===== config.mk =====
export PLATFORM = sky130hd
export DESIGN_NAME = stopwatch_bcd_flat
export DESIGN_NICKNAME = d
export VERILOG_FILES = /design/src/rtl/stopwatch_bcd_pkg.sv /design/src/rtl/stopwatch_bcd_if.sv /design/src/rtl/stopwatch_bcd_digit_cnt.sv /design/src/rtl/stopwatch_bcd.sv /design/src/flat_wrapper.sv
export SDC_FILE = /design/constraint.sdc
export NUM_CORES = 1
export LEC_CHECK = 0
export ABC_AREA = 0
export CORE_UTILIZATION = 50
export CTS_CLUSTER_SIZE = 8
export DETAILED_ROUTE_END_ITERATION = 6
export PLACE_DENSITY = 0.89
export SETUP_SLACK_MARGIN = 0.1
export SLEW_MARGIN = 15
export SYNTH_ARGS = -nofsm -noshare
export SYNTH_HDL_FRONTEND = slang
export SYNTH_SLANG_ARGS = --single-unit

===== constraint.sdc =====
create_clock -name clk -period 2.9 [get_ports clk]
set_input_delay 0.435 -clock clk [delete_from_list [all_inputs] [get_ports clk]]
set_output_delay 0.435 -clock clk [all_outputs]
set_load 0.05 [all_outputs]

===== src/rtl/stopwatch_bcd_pkg.sv =====
// Shared types and digit limits for the MM:SS.t stopwatch.
package stopwatch_pkg;

  typedef enum logic [1:0] {
    IDLE   = 2'd0,
    RUN    = 2'd1,
    PAUSED = 2'd2
  } state_t;

  localparam int TENTHS_MAX   = 9;
  localparam int SEC_ONES_MAX = 9;
  localparam int SEC_TENS_MAX = 5;
  localparam int MIN_ONES_MAX = 9;
  localparam int MIN_TENS_MAX = 5;

endpackage


===== src/rtl/stopwatch_bcd_if.sv =====
// Control pulses in, BCD display digits and status out.
interface stopwatch_bcd_if;
  logic       enable;
  logic       HundredmsTimeout;
  logic       start_stop;
  logic       clear;
  logic       lap;
  logic [3:0] tenths;
  logic [3:0] sec_ones;
  logic [2:0] sec_tens;
  logic [3:0] min_ones;
  logic [2:0] min_tens;
  logic       running;
  logic       lap_active;
  logic       wrap;

  modport master (
    output enable, HundredmsTimeout, start_stop, clear, lap,
    input  tenths, sec_ones, sec_tens, min_ones, min_tens, running, lap_active, wrap
  );

  modport slave (
    input  enable, HundredmsTimeout, start_stop, clear, lap,
    output tenths, sec_ones, sec_tens, min_ones, min_tens, running, lap_active, wrap
  );
endinterface


===== src/rtl/stopwatch_bcd_digit_cnt.sv =====
// One BCD digit: counts 0..MAX on inc, clr wins, carry is combinational.
module bcd_digit_cnt #(
  parameter int MAX   = 9,
  parameter int WIDTH = 4
) (
  input  logic             clk,
  input  logic             rst,
  input  logic             clr,
  input  logic             inc,
  output logic [WIDTH-1:0] digit,
  output logic             carry
);

  logic [WIDTH-1:0] r_digit;
  logic             w_at_max;

  assign w_at_max = (r_digit == WIDTH'(MAX));

  always_ff @(posedge clk) begin
    if (!rst)
      r_digit <= '0;
    else if (clr)
      r_digit <= '0;
    else if (inc)
      r_digit <= w_at_max ? '0 : r_digit + WIDTH'(1);
  end

  assign digit = r_digit;
  assign carry = inc && w_at_max;

endmodule


===== src/rtl/stopwatch_bcd.sv =====
// Start/stop/clear stopwatch over a five-digit BCD carry chain.
// Optional lap-hold display freeze enabled by defining STOPWATCH_LAP_EN.
module stopwatch_bcd
  import stopwatch_pkg::*;
(
  input  logic           clk,
  input  logic           rst,
  stopwatch_bcd_if.slave sw
);

  state_t      r_state, w_state_next;
  logic        r_running, r_wrap;
  logic        w_tick, w_clr;
  logic [4:0]  w_carry;
  logic [3:0]  w_tenths, w_sec_ones, w_min_ones;
  logic [2:0]  w_sec_tens, w_min_tens;
  logic [17:0] w_live, w_disp;

  always_ff @(posedge clk) begin
    if (!rst) r_state <= IDLE;
    else      r_state <= w_state_next;
  end

  // clear beats start_stop outside RUN; inside RUN only start_stop matters
  always_comb begin
    w_state_next = r_state;
    w_clr        = 1'b0;
    unique case (r_state)
      IDLE: begin
        if (sw.clear) w_clr = 1'b1;
        else if (sw.start_stop) w_state_next = RUN;
      end
      RUN: begin
        if (sw.start_stop) w_state_next = PAUSED;
      end
      PAUSED: begin
        if (sw.clear) begin
          w_clr        = 1'b1;
          w_state_next = IDLE;
        end else if (sw.start_stop) begin
          w_state_next = RUN;
        end
      end
      default: w_state_next = IDLE;
    endcase
  end

  assign w_tick = (r_state == RUN) && sw.enable && sw.HundredmsTimeout;

  bcd_digit_cnt #(.MAX(TENTHS_MAX),   .WIDTH(4)) u_tenths (
    .clk(clk), .rst(rst), .clr(w_clr), .inc(w_tick),     .digit(w_tenths),   .carry(w_carry[0]));
  bcd_digit_cnt #(.MAX(SEC_ONES_MAX), .WIDTH(4)) u_sec_ones (
    .clk(clk), .rst(rst), .clr(w_clr), .inc(w_carry[0]), .digit(w_sec_ones), .carry(w_carry[1]));
  bcd_digit_cnt #(.MAX(SEC_TENS_MAX), .WIDTH(3)) u_sec_tens (
    .clk(clk), .rst(rst), .clr(w_clr), .inc(w_carry[1]), .digit(w_sec_tens), .carry(w_carry[2]));
  bcd_digit_cnt #(.MAX(MIN_ONES_MAX), .WIDTH(4)) u_min_ones (
    .clk(clk), .rst(rst), .clr(w_clr), .inc(w_carry[2]), .digit(w_min_ones), .carry(w_carry[3]));
  bcd_digit_cnt #(.MAX(MIN_TENS_MAX), .WIDTH(3)) u_min_tens (
    .clk(clk), .rst(rst), .clr(w_clr), .inc(w_carry[3]), .digit(w_min_tens), .carry(w_carry[4]));

  always_ff @(posedge clk) begin
    if (!rst) begin
      r_running <= 1'b0;
      r_wrap    <= 1'b0;
    end else begin
      r_running <= (w_state_next == RUN);
      r_wrap    <= w_carry[4];
    end
  end

  assign w_live = {w_min_tens, w_min_ones, w_sec_tens, w_sec_ones, w_tenths};

`ifdef STOPWATCH_LAP_EN
  logic        r_lap_active;
  logic [17:0] r_hold;

  // the hold register samples the count before this edge's increment
  always_ff @(posedge clk) begin
    if (!rst) begin
      r_lap_active <= 1'b0;
      r_hold       <= '0;
    end else if (w_state_next == IDLE) begin
      r_lap_active <= 1'b0;
    end else if (sw.lap && r_lap_active && (r_state == RUN || r_state == PAUSED)) begin
      r_lap_active <= 1'b0;
    end else if (sw.lap && !r_lap_active && r_state == RUN) begin
      r_lap_active <= 1'b1;
      r_hold       <= w_live;
    end
  end

  assign w_disp        = r_lap_active ? r_hold : w_live;
  assign sw.lap_active = r_lap_active;
`else
  logic w_unused_lap;
  assign w_unused_lap  = sw.lap;
  assign w_disp        = w_live;
  assign sw.lap_active = 1'b0;
`endif

  assign {sw.min_tens, sw.min_ones, sw.sec_tens, sw.sec_ones, sw.tenths} = w_disp;
  assign sw.running = r_running;
  assign sw.wrap    = r_wrap;

endmodule


===== src/flat_wrapper.sv =====
// flat-port wrapper written by rule: the top's interface ports become plain ports
module stopwatch_bcd_flat import stopwatch_pkg::*;
  (clk, rst, sw_enable, sw_HundredmsTimeout, sw_start_stop, sw_clear, sw_lap, sw_tenths, sw_sec_ones, sw_sec_tens, sw_min_ones, sw_min_tens, sw_running, sw_lap_active, sw_wrap);
  stopwatch_bcd_if sw_i ();
  input  logic clk;
  input  logic rst;
  input wire logic [$bits(sw_i.enable)-1:0] sw_enable;
  input wire logic [$bits(sw_i.HundredmsTimeout)-1:0] sw_HundredmsTimeout;
  input wire logic [$bits(sw_i.start_stop)-1:0] sw_start_stop;
  input wire logic [$bits(sw_i.clear)-1:0] sw_clear;
  input wire logic [$bits(sw_i.lap)-1:0] sw_lap;
  output wire logic [$bits(sw_i.tenths)-1:0] sw_tenths;
  output wire logic [$bits(sw_i.sec_ones)-1:0] sw_sec_ones;
  output wire logic [$bits(sw_i.sec_tens)-1:0] sw_sec_tens;
  output wire logic [$bits(sw_i.min_ones)-1:0] sw_min_ones;
  output wire logic [$bits(sw_i.min_tens)-1:0] sw_min_tens;
  output wire logic [$bits(sw_i.running)-1:0] sw_running;
  output wire logic [$bits(sw_i.lap_active)-1:0] sw_lap_active;
  output wire logic [$bits(sw_i.wrap)-1:0] sw_wrap;
  assign sw_i.enable = sw_enable;
  assign sw_i.HundredmsTimeout = sw_HundredmsTimeout;
  assign sw_i.start_stop = sw_start_stop;
  assign sw_i.clear = sw_clear;
  assign sw_i.lap = sw_lap;
  assign sw_tenths = sw_i.tenths;
  assign sw_sec_ones = sw_i.sec_ones;
  assign sw_sec_tens = sw_i.sec_tens;
  assign sw_min_ones = sw_i.min_ones;
  assign sw_min_tens = sw_i.min_tens;
  assign sw_running = sw_i.running;
  assign sw_lap_active = sw_i.lap_active;
  assign sw_wrap = sw_i.wrap;
  stopwatch_bcd u_core (.clk(clk), .rst(rst), .sw(sw_i));
endmodule

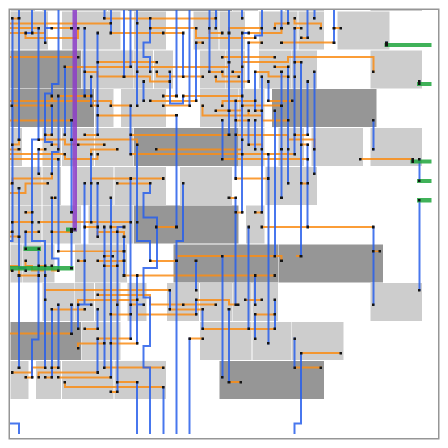
*Zoomed window*
Window x 18 to 48, y 0 to 30 um. Cells in grey, sequential cells in the stronger grey; small squares are vias.
| layer | colour |
|---|---|
| metal 4 | purple |
| metal 3 | green |
| metal 2 | blue |
| metal 1 | orange |
cells with their middle in the window: 65
most frequent: clkdlybuf4s50_1 (11), dfxtp_1 (9), nor4_1 (5)
netlist names of flops here include: u_core.r_state (2), u_core.u_min_tens.digit (2)
sequential cells in the window: 9

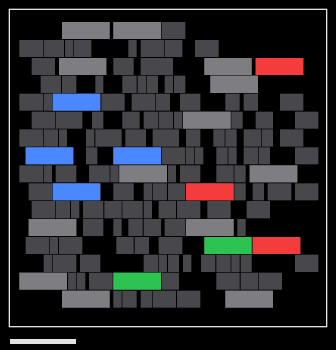
*Sequential cells coloured by netlist name*
The bar under the picture is 10 um long. Other sequential cells in the stronger grey, the rest of the logic in the fainter grey.
| signal | colour | sequential cells |
|---|---|---|
| u_core.r_state | green | 2 |
| u_core.u_min_tens.digit | red | 3 |
| u_core.u_tenths.digit | blue | 4 |
not coloured: 13

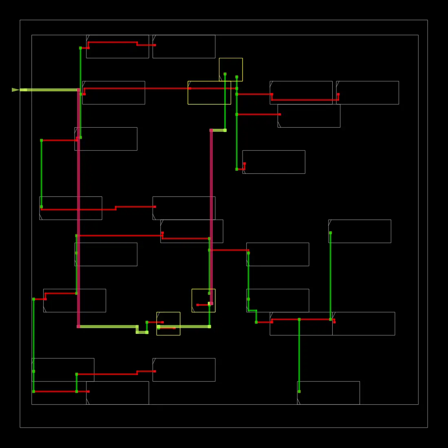
*Clock nets*
CTS sink cnt: 22
Latency at later pin: 0.31 ns

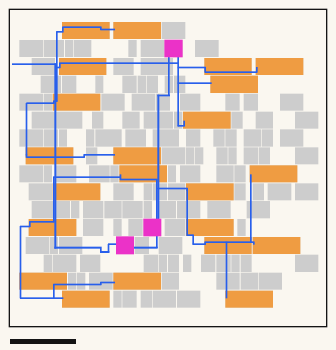
*Clock network drawn from the DEF*
The bar under the picture is 10 um long.
[flip-flops] orange | count: 22
[clock drivers] magenta | count: 3
[clock wires] blue | length: 291 um
flops lie: all over the die
routed clock nets: 4

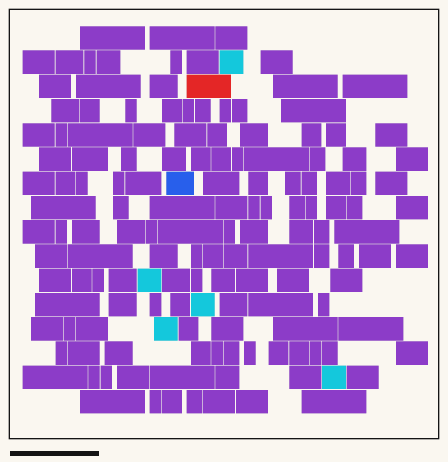
*Cell sizes after repair*
The bar under the picture is 10 um long.
| size | colour | cells | share |
|---|---|---|---|
| _6 and larger | red | 1 | 0.68% |
| _3 and _4 cells | cyan | 5 | 3.4% |
| _0 and _1 cells | purple | 141 | 95% |
| _2 cells | blue | 1 | 0.68% |

-- kinds of logic after synthesis --
kind of cell              count (synthesis)  share of synthesized area
and+or+nand+nor                          62                      0.353
xor gates and xnor gates                  6                     0.0496
DFF                                      22                      0.416
other                                     1                    0.00354
muxes                                     4                     0.0378
buffers and inverters                     9                     0.0366
AOI/OAI and AO/OA                        18                      0.103
-- placed cells by master (no fill, tap or decap), types with 5 or more instances in the layout --
master	n
a21oi_1	6
clkdlybuf4s50_1	25
dfxtp_1	22
nand2_1	8
nand4b_1	5
nor2_1	15
nor2b_1	7
nor4_1	5
o21ai_0	5
-- final cells by class --
| type | count | area (um^2) | share of cell area |
|---|---|---|---|
| clock buffers | 4 | 36.3 | 0.0265 |
| inverters | 4 | 15.0 | 0.0110 |
| multi-input cells | 91 | 579 | 0.423 |
| flip-flops and latches | 22 | 440 | 0.321 |
| well taps | 27 | 33.8 | 0.0247 |
| repair buffers | 27 | 265 | 0.194 |
-- state kept, by name, summed over array words and instances (netlist names) --
name                     cells
u_core.r_state               2
u_core.sw.running            1
u_core.sw.wrap               1
u_core.u_min_ones.digit      4
u_core.u_min_tens.digit      3
u_core.u_sec_ones.digit      4
u_core.u_sec_tens.digit      3
u_core.u_tenths.digit        4
-- metal layers --
metal | track usage | vias to the layer above
li1 | - | 495
met1 | 0.271 | 463
met2 | 0.400 | 24
met4 | 0.133 | 0
met3 | 0.0340 | 4
met5 | 0 | -
-- stage by stage --
step / cells / power, W / worst slack, ns / hold slack (ns)
floorplan: 122 / 0.000330 / 0.661 / 0.557
global placement: 171 / 0.000342 / 0.354 / 0.454
detailed placement: 171 / 0.000342 / 0.266 / 0.472
CTS: 175 / 0.000514 / 0.604 / 0.491
global route: 175 / 0.000528 / 0.509 / 0.521
finish: 175 / 0.000509 / 0.595 / 0.497
-- power groups by stage --
stage,Combinational (W),Clock [W],Sequential (W)
3_3_place_gp,0.0000298,0,0.000312
4_1_cts,0.0000300,0.000178,0.000306
3_5_place_dp,0.0000297,0,0.000313
5_1_grt,0.0000323,0.000190,0.000306
2_1_floorplan,0.0000139,0,0.000316
6_report,0.0000303,0.000173,0.000306
-- how the worst min path moves through the flow --
stage,from,to,slack [ns],depth (start not counted)
after CTS,u_core.u_min_tens.digit[1],u_core.sw.wrap,0.49,1
after global routing,u_core.u_min_tens.digit[1],u_core.sw.wrap,0.52,1
after global placement,u_core.u_min_tens.digit[1],u_core.sw.wrap,0.45,1
final,u_core.u_min_tens.digit[1],u_core.sw.wrap,0.50,1
after floorplan,rst,u_core.r_state[1],0.56,1
after detailed placement,u_core.u_min_tens.digit[1],u_core.sw.wrap,0.47,1
-- worst max-delay path: stages --
cell and delay, ns:
clkdlybuf4s50_1 0.48, nand4b_1 0.20, or4_1 0.72, or4b_1 0.55, a21oi_1 0.17
==> flow_summary_export.csv <==
group,metric,value,unit
run_status,status,"finished clean",
routing,drt_wl_total,2290,um
die,io_pins,28,
finish,fin_nets,156,
critical_path,crit-reg2reg-capture,"u_core.u_min_tens.digit[2]",
logic_synthesis,ys_types,37,
logic_synthesis,synth_chip_area,1060,um^2
critical_path,ff2ff_path_depth,4,
logic_synthesis,top_area_cell,"dfxtp_1",
die,die_height,48.0,um
final_timing,tightest_slew,0.621,ns
final_timing,finalHoldViolations,0,
logic_synthesis,fp_nets,129,
pwr,switchingPower,0.000116,W
critical_path,r2r_start,"u_core.u_tenths.digit[2]",
critical_path,rrSetupSlack,0.70,ns
clock_tree,cts_buffer_depth,2,
logic_synthesis,synth.top_cell.area_share,0.416,
critical_path,end_kind,"flop",
die,fp_util,0.534,
routing,route.vias.total,986,
final_timing,slew_viol_final,0,
logic_synthesis,synthTopCellsByCount,"dfxtp_1 (22), nor2_1 (15), nand2_1 (8)",
final_timing,finalSetupTns,0,ns
pwr,power_frac_clock,0.340,
finish,n_fill_cell,160,
logic_synthesis,synth-async-reset-ratio,0,
clock_tree,numCtsBuffers,3,
final_timing,timing.final.crit_share,0.795,
logic_synthesis,postSynthSeqShare,0.416,
logic_synthesis,yosysCellCount,122,
die,core_area,1980,um^2
finish,layout-drive-gt1-share,0.0473,
clock_tree,cts.repair.resized,0,
routing,top_layer,"met4",
final_timing,finalClockSkew,0.00198,ns
clock_tree,post-cts-setup-buffers,0,
run,warnings,27,
routing,first_iter_violations,15,
pwr,power_frac_comb,0.060,
pwr,vdd_ir_drop_max,0.252,mV
clock_tree,path_clk_slew,0.12,ns
global_routing,grt_usage,0.232,
finish,fin_util,0.691,
routing,dr.pass1.iters,7,
logic_synthesis,syn_avg_cell_area,8.68,um^2
pwr,internal_power,0.000393,W
routing,drc,0,
logic_synthesis,top_cell,"dfxtp_1",
placement,place_area,1330,um^2
die,die-area,2300,um^2
final_timing,rsz0062_at_grt,"false",
clock_tree,cts_tree,"yes",
critical_path,cp-start-kind,"input pin",
pwr,switching_share,0.227,
placement,dp_hpwl,1640,um
Power figures rest on the tool's default switching activity, not on a simulated workload.
